### src/rtl/fpmul_cu.sv
// Sequencer for the single-precision multiplier datapath: operand load, special-case
// dispatch, multiply/bias/normalise/round, range check, result write. Build option: FPMUL_DNF_FLUSH_EN.
`timescale 1ns/1ps
module fpmul_cu (
    input  logic       clk,
    input  logic       rst,
    input  logic       Go,
    input  logic       Op_NaN,
    input  logic       Op_Inf,
    input  logic       Op_Zero,
    input  logic       MPH23,
    input  logic       Round,
    input  logic       Carry,
    input  logic       UFlow,
    input  logic       OFlow,
    input  logic       Dnf,
    output logic       SA_LD,
    output logic       EA_LD,
    output logic       MA_LD,
    output logic       SB_LD,
    output logic       EB_LD,
    output logic       MB_LD,
    output logic       SP_LD,
    output logic       EP_RST,
    output logic       EP_SET,
    output logic       EP_LD,
    output logic [1:0] EP_SEL,
    output logic       MPH_RST,
    output logic       MPH_SET,
    output logic       MPH_LD,
    output logic [2:0] MPH_SEL,
    output logic       MPL_SEL,
    output logic       MPL_LD,
    output logic       UF_RST,
    output logic       UF_LD,
    output logic       OF_RST,
    output logic       OF_LD,
    output logic       P_RST,
    output logic       P_LD,
    output logic       Done,
    output logic       Busy
);

    typedef enum logic [3:0] {
        S_IDLE, S_LOAD, S_WAIT, S_DISP, S_MUL, S_BIAS, S_NORM, S_ROUND,
        S_CHECK, S_NAN, S_INF, S_ZERO, S_UFL, S_OFL, S_OUT, S_DONE
    } state_t;

    state_t r_state;
    state_t w_next;
    logic   w_dnf_flush;

`ifdef FPMUL_DNF_FLUSH_EN
    assign w_dnf_flush = Dnf;
`else
    logic  w_unused_dnf;
    assign w_unused_dnf = Dnf;
    assign w_dnf_flush  = 1'b0;
`endif

    always_ff @(posedge clk or posedge rst) begin
        if (rst) r_state <= S_IDLE;
        else     r_state <= w_next;
    end

    always_comb begin
        w_next  = r_state;
        SA_LD   = 1'b0;  EA_LD   = 1'b0;  MA_LD   = 1'b0;
        SB_LD   = 1'b0;  EB_LD   = 1'b0;  MB_LD   = 1'b0;
        SP_LD   = 1'b0;
        EP_RST  = 1'b0;  EP_SET  = 1'b0;  EP_LD   = 1'b0;  EP_SEL  = 2'b00;
        MPH_RST = 1'b0;  MPH_SET = 1'b0;  MPH_LD  = 1'b0;  MPH_SEL = 3'b000;
        MPL_SEL = 1'b0;  MPL_LD  = 1'b0;
        UF_RST  = 1'b0;  UF_LD   = 1'b0;  OF_RST  = 1'b0;  OF_LD   = 1'b0;
        P_RST   = 1'b0;  P_LD    = 1'b0;
        Done    = 1'b0;
        case (r_state)
            S_IDLE:  if (Go) w_next = S_LOAD;
            S_LOAD: begin
                SA_LD = 1'b1; EA_LD = 1'b1; MA_LD = 1'b1;
                SB_LD = 1'b1; EB_LD = 1'b1; MB_LD = 1'b1;
                UF_RST = 1'b1; OF_RST = 1'b1;
                w_next = S_WAIT;
            end
            // operand class flags become valid while we sit here
            S_WAIT:  w_next = S_DISP;
            S_DISP: begin
                SP_LD = 1'b1;
                if      (Op_NaN)                 w_next = S_NAN;
                else if (Op_Inf)                 w_next = S_INF;
                else if (Op_Zero || w_dnf_flush) w_next = S_ZERO;
                else                             w_next = S_MUL;
            end
            S_MUL: begin
                EP_LD  = 1'b1; EP_SEL  = 2'b00;
                MPH_LD = 1'b1; MPH_SEL = 3'b000;
                MPL_LD = 1'b1; MPL_SEL = 1'b0;
                w_next = S_BIAS;
            end
            S_BIAS: begin
                EP_LD = 1'b1; EP_SEL = 2'b10;
                w_next = S_NORM;
            end
            S_NORM: begin
                if (MPH23) begin
                    EP_LD = 1'b1; EP_SEL = 2'b01;
                end else begin
                    MPH_LD = 1'b1; MPH_SEL = 3'b001;
                    MPL_LD = 1'b1; MPL_SEL = 1'b1;
                end
                w_next = S_ROUND;
            end
            // a round carry out of the mantissa re-normalises to 1.0 and bumps the exponent
            S_ROUND: begin
                if (Round && Carry) begin
                    MPH_LD = 1'b1; MPH_SEL = 3'b100;
                    EP_LD  = 1'b1; EP_SEL  = 2'b01;
                end else if (Round) begin
                    MPH_LD = 1'b1; MPH_SEL = 3'b010;
                end
                w_next = S_CHECK;
            end
            S_CHECK: begin
                if      (UFlow) w_next = S_UFL;
                else if (OFlow) w_next = S_OFL;
                else            w_next = S_OUT;
            end
            S_NAN:  begin EP_SET = 1'b1; MPH_SET = 1'b1; w_next = S_OUT; end
            S_INF:  begin EP_SET = 1'b1; MPH_RST = 1'b1; w_next = S_OUT; end
            S_ZERO: begin EP_RST = 1'b1; MPH_RST = 1'b1; w_next = S_OUT; end
            S_UFL:  begin UF_LD = 1'b1; EP_RST = 1'b1; MPH_RST = 1'b1; w_next = S_OUT; end
            S_OFL:  begin OF_LD = 1'b1; EP_SET = 1'b1; MPH_RST = 1'b1; w_next = S_OUT; end
            S_OUT:  begin P_LD = 1'b1; w_next = S_DONE; end
            S_DONE: begin Done = 1'b1; w_next = S_IDLE; end
            default: w_next = S_IDLE;
        endcase
        Busy = (r_state != S_IDLE);
        // hold the datapath cleared for as long as reset is applied
        if (rst) begin
            {SA_LD, EA_LD, MA_LD, SB_LD, EB_LD, MB_LD, SP_LD} = '0;
            {EP_SET, EP_LD, EP_SEL, MPH_SET, MPH_LD, MPH_SEL} = '0;
            {MPL_SEL, MPL_LD, UF_LD, OF_LD, P_LD, Done, Busy} = '0;
            {EP_RST, MPH_RST, UF_RST, OF_RST, P_RST}          = '1;
        end
    end

endmodule

### config.mk
export PLATFORM = sky130hd
export DESIGN_NAME = fpmul_cu
export DESIGN_NICKNAME = d
export VERILOG_FILES = /design/src/rtl/fpmul_cu.sv
export SDC_FILE = /design/constraint.sdc
export NUM_CORES = 1
export LEC_CHECK = 0
export ABC_CLOCK_PERIOD_IN_PS = 3300
export CAP_MARGIN = 20
export CORE_MARGIN = 4
export CORE_UTILIZATION = 38
export CTS_BUF_LIST = sky130_fd_sc_hd__clkbuf_4
export DETAILED_ROUTE_END_ITERATION = 10
export PLACE_DENSITY = 0.88
export SYNTH_ARGS = -nofsm -noshare
export SYNTH_HDL_FRONTEND = slang
export SYNTH_SLANG_ARGS = --single-unit
export TNS_END_PERCENT = 30
### constraint.sdc
create_clock -name clk -period 3.3 [get_ports clk]
set_clock_uncertainty 0.1 [all_clocks]
set_input_delay 0.66 -clock clk [delete_from_list [all_inputs] [get_ports clk]]
set_output_delay 0.66 -clock clk [all_outputs]
set_load 0.01 [all_outputs]
==> impl_metrics.py <==
# Synthesis and PnR figures
metrics = {
    "run_status": {
        "status": "complete, no violations",
    },
    "setup_path": {
        "rr_worst_depth": 3,
        "startpoint_type": "input port",
        "slowest_stage": "clkdlybuf4s50_1",
        "worstPathCellList": "clkdlybuf4s50_1 -> clkinv_1 -> nand3_1 -> nor3_1 -> clkdlybuf4s50_1",
        "worst-path-stages": 5,
        "worstPathRequired_ns": 2.54,
        "cp_max_fo": 9,
    },
    "clocking": {
        "clock-sinks": 4,
        "cts_setup_buffers": 0,
        "cts_root_buf": "clkbuf_4",
        "ctsResizeCount": 0,
    },
    "final_layout": {
        "nets": 132,
        "n_antenna_cell": 0,
        "lay_top_count": "clkdlybuf4s50_1",
        "largest_reg_flops": 4,
        "layout_top_cells": "clkdlybuf4s50_1, nand2_1, nor3_1",
        "synthToLayoutAreaGrowth_pct": 64.4,
        "regMostFlops": "r_state",
    },
    "floorplanning": {
        "io_pins": 40,
        "die_x_um": 46.5,
        "fp_util_pct": 41.7,
    },
    "route": {
        "ant_nets": 0,
        "first_pass_iters": 4,
    },
    "synth": {
        "postSynthAreaPerCell_sq_um": 6.55,
        "ys_sh_mux_pct": 3.56,
        "ys_ff": 4,
        "fp_nets": 98,
        "yosys.area_share.aoi_pct": 18.7,
        "adder_share_pct": 0,
        "synthCells": 86,
    },
    "grt": {
        "overflow": 0,
        "grt_max_degree": 20,
        "grt_pass1_wl_um": 2530,
        "grt_pass1_vias": 603,
    },
    "power": {
        "pwr-share-clk_pct": 11.0,
        "seqPwrFrac_pct": 28.9,
        "p_comb_share_pct": 60.1,
        "switching_share_pct": 48.0,
    },
    "worst_hold_path": {
        "holdCritPathClass": "flop to flop",
    },
    "sta": {
        "fmax_mhz": 330,
        "drv_slew": 0,
        "fin_tns_setup_ns": 0,
    },
    "placement": {
        "io_buffers": 38,
    },
    "run": {
        "max_cap_violations": 0,
    },
}
-- cell families after synthesis --
family          Yosys count
xor+xnor                  1
buf+inv                  16
mux                       2
simple gates             46
flops                     4
compound gates           17
-- power by group through the flow --
stage / combinational (mW) / sequential [mW] / clock (mW)
after floorplan: 0.303 / 0.0928 / 0
after global placement: 0.340 / 0.162 / 0
after detailed placement: 0.351 / 0.167 / 0
after CTS: 0.353 / 0.167 / 0.0672
after global routing: 0.386 / 0.179 / 0.0697
final: 0.350 / 0.168 / 0.0640
-- metal layers --
metal / GRT usage, % / wire (um)
met5: 0 / 0
met4: 6.82 / 19
met3: 3.91 / 176
met2: 29.7 / 804
met1: 17.4 / 652
-- cells in the mapped netlist (all sizes together) --
library cell  count  area share [%]
mux2i             2             3.6
or4b              1             1.8
xnor2             1             1.6
a31oi             1             1.1
buf              10              13
a21boi            1             1.3
nor2              7             4.7
a21oi             7             6.2
nor2b             3             3.3
nor4              3             3.3
o21bai            1             1.3
and3              3             3.3
inv               3             2.0
clkinv            1            0.67
o211a             1             1.8
nand3             3             2.7
nand2b            4             4.4
nand2            11             7.3
a311o             1             1.8
clkbuf            2             1.3
o21ai             5             5.1
and2              1             1.1
nand3b            1             1.3
nor3              9             8.0
dfrtp             4              18
-- area by class of cell --
type                    instances  area, sq um
fillers                       119          424
repair buffers                 41          403
multi-input cells              66          367
flip-flops and latches          4          100
clock buffers                   3         22.5
well taps                      15         18.8
inverters                       4         15.0
-- metrics by stage --
stage          cells  hold WS, ns  power [mW]  instance area, sq um  worst slack (ns)
2_1_floorplan     86        0.344       0.396                   563             0.907
3_3_place_gp     130        0.672       0.502                   903             0.304
3_5_place_dp     130        0.694       0.519                   903             0.283
4_1_cts          133        0.702       0.586                   926             0.274
5_1_grt          133        0.749       0.635                   926             0.140
6_report         133        0.702       0.582                   926             0.269
-- final timing paths --
kind / start / to
min: r_state[3]$_DFFE_PP0P_ / r_state[1]$_DFFE_PP0P_
min in group asynchronous: rst / r_state[0]$_DFFE_PP0P_
max: rst / MPH_SEL[0]
max in group asynchronous: rst / r_state[2]$_DFFE_PP0P_
min reg2reg: r_state[3]$_DFFE_PP0P_ / r_state[1]$_DFFE_PP0P_
max reg2reg: r_state[1]$_DFFE_PP0P_ / r_state[0]$_DFFE_PP0P_
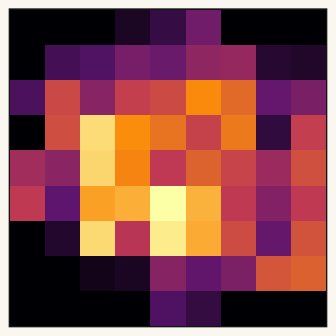
(signal metal coverage by tile)
The die is cut into 9 by 9 equal tiles; black is low, pale yellow is high, scaled to the fullest tile. Values are wire area over tile area, all layers added.
The fullest tile reaches 0.35. The emptiest ninth of the die: lower left. The mean over all tiles is 0.13.
WL/cell: 12.4 um
routed wire length: 1650 um
Overall Global Routing Usage: 16.2%
DR vias: 706

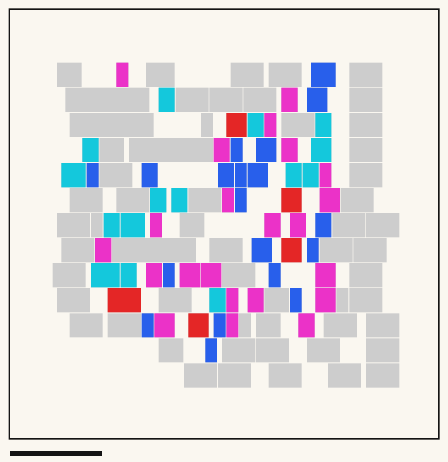
(gate families picked out)
Bar = 10 um.
Cyan stands for aoi and oai cells, cells 15. Magenta stands for nor cells, cells 22. Blue stands for nand cells, cells 19. Red stands for and/or cells, cells 5.

No activity file was given, so power comes from the tool's default toggle rates.
